### Close-up of the layout, run 1

The bar under the picture is 5 um long. Region (48, 71) to (68, 91) um. Cells in gray, sequential cells in the stronger gray; small squares are vias.
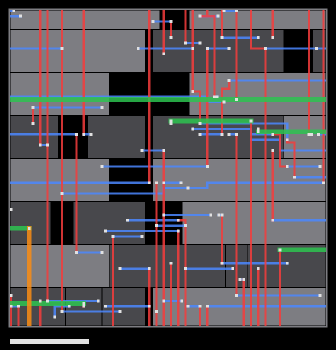
### Clock wiring as the flow saved it, run 1

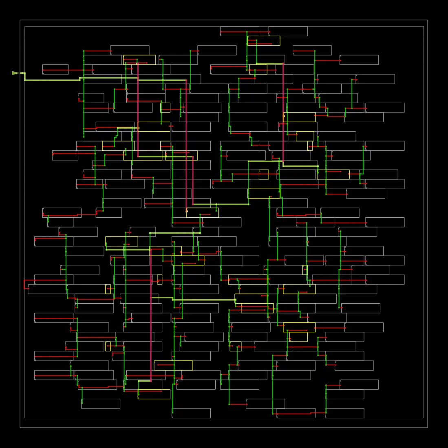
### Signal metal coverage by tile, run 1

23 x 23 tiles, from white (low) to dark blue (high), scaled to the fullest tile. Values are wire area over tile area, all layers added.
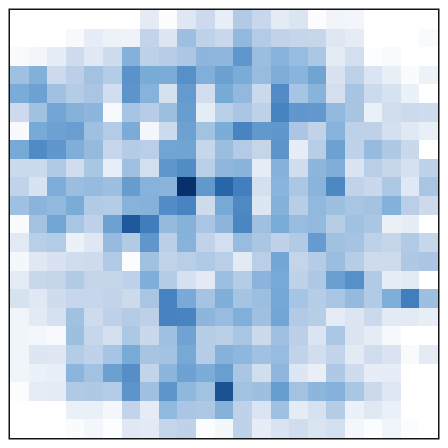
### I/O pins on the die edge, run 1

The bar under the picture is 20 um long. Pins as bars across the die edge, other pins in gray.
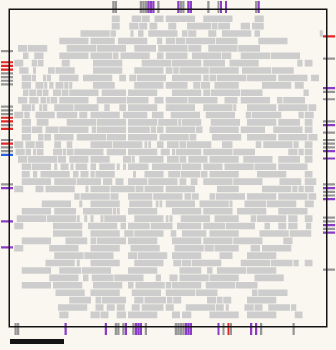
==> config.mk <==
export PLATFORM = sky130hd
export DESIGN_NAME = fetch_queue_ctrl_flat
export DESIGN_NICKNAME = d
export VERILOG_FILES = /design/src/rtl/fetch_queue_ctrl_pkg.sv /design/src/rtl/fetch_queue_ctrl_if.sv /design/src/rtl/fetch_queue_ctrl_fifo.sv /design/src/rtl/fetch_queue_ctrl.sv /design/src/flat_wrapper.sv
export SDC_FILE = /design/constraint.sdc
export NUM_CORES = 1
export LEC_CHECK = 0
export CAP_MARGIN = 10
export CORE_UTILIZATION = 55
export CTS_BUF_LIST = sky130_fd_sc_hd__clkbuf_8 sky130_fd_sc_hd__clkbuf_16
export CTS_CLUSTER_SIZE = 20
export DETAILED_ROUTE_END_ITERATION = 8
export PLACE_DENSITY = 0.8
export SLEW_MARGIN = 10
export SYNTH_ARGS = -nofsm -noshare
export SYNTH_HDL_FRONTEND = slang
export SYNTH_HIERARCHICAL = 1
export SYNTH_SLANG_ARGS = --single-unit
==> constraint.sdc <==
create_clock -name clk -period 2.6 [get_ports clk]
set_input_delay 0.39 -clock clk [delete_from_list [all_inputs] [get_ports clk]]
set_output_delay 0.39 -clock clk [all_outputs]
set_load 0.02 [all_outputs]
==> results.py, run 1 <==
# Auto-generated metrics
metrics = {
    "setup_path": {
        "cp_max_fo": 9,
        "path_cells": "buf_4, mux4_2, nor2b_1, clkdlybuf4s50_1",
        "cp_top_family": "buffers and inverters",
        "crit_type": "flop to primary output",
        "cp_num_buf_inv": 2,
        "cp-start-kind": "flop",
        "worstPathArrival_ps": 2160,
        "regToRegSetupSlack_ps": 490,
    },
    "clocking": {
        "clockBufferDepth": 2,
        "cts_tree": "done",
    },
    "grt": {
        "grt_pass1_vias": 3808,
        "grt_pass1_wl_mm": 20.12,
        "grt_max_degree": 43,
    },
    "yosys": {
        "yosysSeqAreaShare_pct": 73.26,
        "ff_type": "edfxtp_1",
        "ys.flops": 180,
        "edf_count": 164,
        "yosysTopAreaCell": "edfxtp_1",
        "yosys.area_share.simple_pct": 6.589,
        "ys_chip_area_um2": 7159,
        "ys_async_sr_fraction_pct": 0,
        "top_cell": "edfxtp_1",
        "ys_types": 38,
        "synthDominantCellAreaShare_pct": 68.79,
    },
    "drt": {
        "drt_iter0_drc": 184,
        "avgRoutedWirePerCell_um": 18.81,
    },
    "placement": {
        "dp.cells": 632,
        "routabilityCongestion": 0.7318,
    },
    "sta": {
        "period_used_pct": 97.96,
        "grt_setup_unrepaired": "false",
        "setup_ws_ps": 52.99,
        "setup_tns_ps": 0,
    },
    "power_and_ir_drop": {
        "leakage_uw": 0.003190,
        "pg_comb_uw": 487,
        "p_clk_share_pct": 40.4,
        "vdd_drop_max_uv": 397.5,
    },
    "layout": {
        "lay_top_count": "edfxtp_1",
    },
    "job": {
        "warnings": 31,
        "drv_cap": 0,
    },
    "die": {
        "io_pins": 96,
        "die-area_um2": 13480,
        "rows": 41,
    },
    "status": {
        "outcome": "completed",
    },
}
## Picture notes: 'Close-up of the layout'
| color | layer |
|---|---|
| blue | met1 |
| red | met2 |
| green | met3 |
| orange | met4 |
cells with their middle in the window: 17
sequential cells in the window: 8
most frequent: edfxtp_1 (8), mux4_2 (2), buf_12 (2)

## Picture notes: 'Clock wiring as the flow saved it'
Clock Latency Late Sink: 420 ps
TritonCTS buffer count: 17
Worst Skew: 7.673 ps
clk sinks: 180
clock network power: 2560 uW

## Picture notes: 'Signal metal coverage by tile'
mean over tiles: 0.15
densest ninth of the die: center
fullest tile: 0.50
gr usage total: 20.94%
Vias: 3627

## Picture notes: 'I/O pins on the die edge'
| color | port | pins | direction | edge |
|---|---|---|---|---|
| purple | `bus_imem_rd` | 32 | input | 12 south, 9 north, 8 east, 3 west |
| blue | `bus_out_ready` | 1 | input | west |
| red | `bus_imem_ra` | 9 | output | 7 west, 1 east, 1 south |
Die X: 116.1 um
DIE HEIGHT: 116.1 um

run 1: routing by layer:
metal | routed length (um) | vias to the layer above | track usage [%]
li1 | - | 1642 | -
met1 | 5207 | 1850 | 27.26
met2 | 6447 | 114 | 34.44
met3 | 675 | 21 | 4.670
met4 | 232 | 0 | 8.974
met5 | 0 | - | 0
run 1: area by class of cell:
| class | count | share of cell area, % |
|---|---|---|
| clock buffers | 20 | 5.187 |
| clock inverters | 12 | 1.557 |
| inverters | 9 | 0.3755 |
| multi-input cells | 162 | 19.59 |
| flip-flops and latches | 180 | 58.35 |
| well taps | 172 | 2.392 |
| repair buffers | 113 | 12.54 |
run 1: what timing repair did:
| item | CTS | global route |
|---|---|---|
| gates resized | 38 | 3 |
| setup endpoints to repair | 37 | 3 |
| buffers inserted | 4 | 0 |
| pin swaps | 0 | 0 |
==> inputs of run 2 (changes only) <==
--- a/config.mk
+++ b/config.mk
@@ -10,6 +10,7 @@
 export CTS_BUF_LIST = sky130_fd_sc_hd__clkbuf_8 sky130_fd_sc_hd__clkbuf_16
 export CTS_CLUSTER_SIZE = 20
 export DETAILED_ROUTE_END_ITERATION = 8
+export GPL_ROUTABILITY_DRIVEN = 0
 export PLACE_DENSITY = 0.8
 export SLEW_MARGIN = 10
 export SYNTH_ARGS = -nofsm -noshare
### Selected gate families, run 2

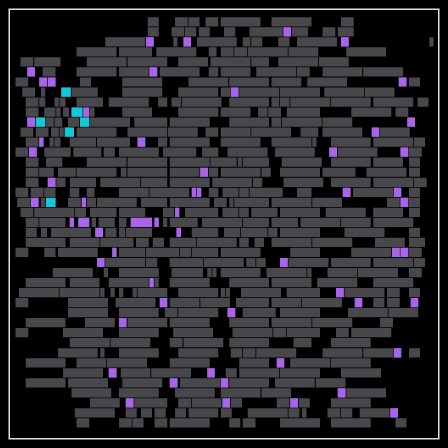
| color | family | cells | most used | where |
|---|---|---|---|---|
| cyan | AND-OR and OR-AND gates | 6 | o21a_1 | north-west |
| purple | NOR gates | 58 | nor2b_1 | all over the die |
Cell Count, Final, Fillers Out: 668
dominant logic cell type in the layout: edfxtp_1
Comb/total area: 19.59%

### Clock wiring as the flow saved it, run 2

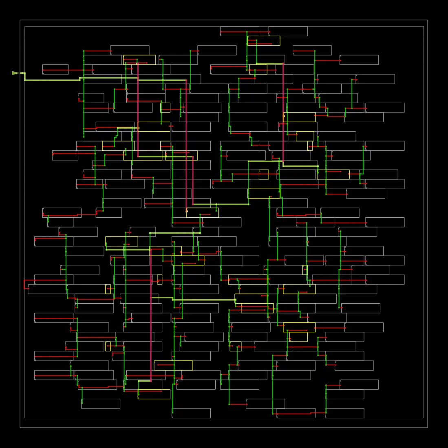
Clock Buffer Count: 20
Seq Cell Count: 180

==> results.py, run 2 <==
# Auto-generated metrics
metrics = {
    "layout": {
        "seq_share_pct": 58.35,
        "dominant_cells": "sequential cells",
        "nMultiInputCombCells": 162,
        "inverters": 9,
        "mostFrequentLayoutCells": "edfxtp_1 (164), clkdlybuf4s50_1 (51), nor2b_1 (45)",
        "buf_share_pct": 12.54,
        "buffers": 113,
    },
    "power_and_ir_drop": {
        "pg_clk_uw": 2560,
        "p_clk_share_pct": 40.4,
        "pg_comb_uw": 487,
        "leakage_uw": 0.003190,
        "vdd_drop_max_uv": 397.5,
    },
    "clocking": {
        "clkSinkCount": 180,
        "clockBufferDepth": 2,
        "cts_resized": 38,
        "cts_buffers": 17,
        "post_cts.repair.setup_buffers": 4,
        "clock_latency_ps": 420,
    },
    "drt": {
        "drt_iter0_drc": 184,
        "vias": 3627,
    },
    "yosys": {
        "ys_chip_area_um2": 7159,
        "synthDominantCellAreaShare_pct": 68.79,
        "edf_count": 164,
        "ys_async_sr_fraction_pct": 0,
        "yosysTopAreaCell": "edfxtp_1",
        "top_cell": "edfxtp_1",
        "ys_types": 38,
        "yosysSeqAreaShare_pct": 73.26,
    },
    "die": {
        "rows": 41,
        "taps": 172,
        "io_pins": 96,
        "chipHeight_um": 116.1,
        "die-area_um2": 13480,
        "dieWidth_um": 116.1,
    },
    "grt": {
        "grt_max_degree": 43,
        "grt.total_usage_pct": 20.94,
        "grt_pass1_wl_mm": 20.12,
    },
    "setup_path": {
        "crit_type": "flop to primary output",
        "cp_max_fo": 9,
        "regToRegSetupSlack_ps": 490,
        "cp-start-kind": "flop",
        "worstPathArrival_ps": 2160,
    },
    "placement": {
        "dpl_cell_area_um2": 8396,
        "dp.cells": 632,
    },
    "status": {
        "outcome": "completed",
    },
    "sta": {
        "setup_tns_ps": 0,
        "grt_setup_unrepaired": "false",
        "setup_ws_ps": 52.99,
    },
    "job": {
        "drv_cap": 0,
        "warnings": 31,
    },
}
### Signal metal coverage by tile, run 2

23 x 23 tiles, from white (low) to dark blue (high), scaled to the fullest tile. Values are wire area over tile area, all layers added.
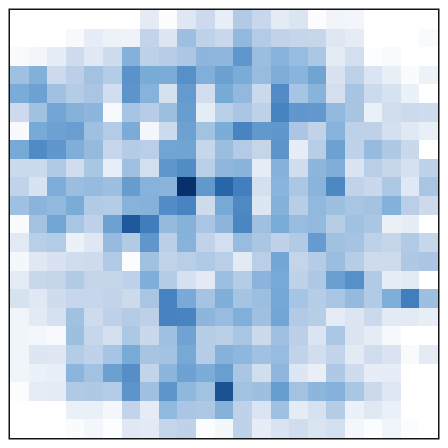
tiles over half the peak: 13%
nearly empty tiles: 8.7%
mean over tiles: 0.15
fullest tile: 0.50
densest ninth of the die: center
wire length per cell: 18.81 um
Post-Route WL: 12.56 mm

run 2: cell counts after synthesis:
Identical to the previous run, type by type.
run 2: cells by family after synthesis:
logic type,count (synthesis),share of synthesized area [%]
mux,46,13.67
buf+inv,28,2.744
fa+ha+maj,7,1.328
xor+xnor,10,1.223
other cells,1,0.05238
simple gates,76,6.589
compound gates,13,1.136
flops,180,73.26
run 2: critical path, stage by stage (launching register included):
cell and delay [ps]:
dfxtp_4 430, buf_4 140, mux4_2 480, nor2b_1 150, clkdlybuf4s50_1 540
run 2: metal layers:
layer  track usage [%]  vias up  share of wire [%]
met4             8.974        0                1.8
met1             27.26     1850                 41
met3             4.670       21                5.4
met2             34.44      114                 51
met5                 0        -                  0
li1                  -     1642                  -
Power and IR drop assume default switching activity.
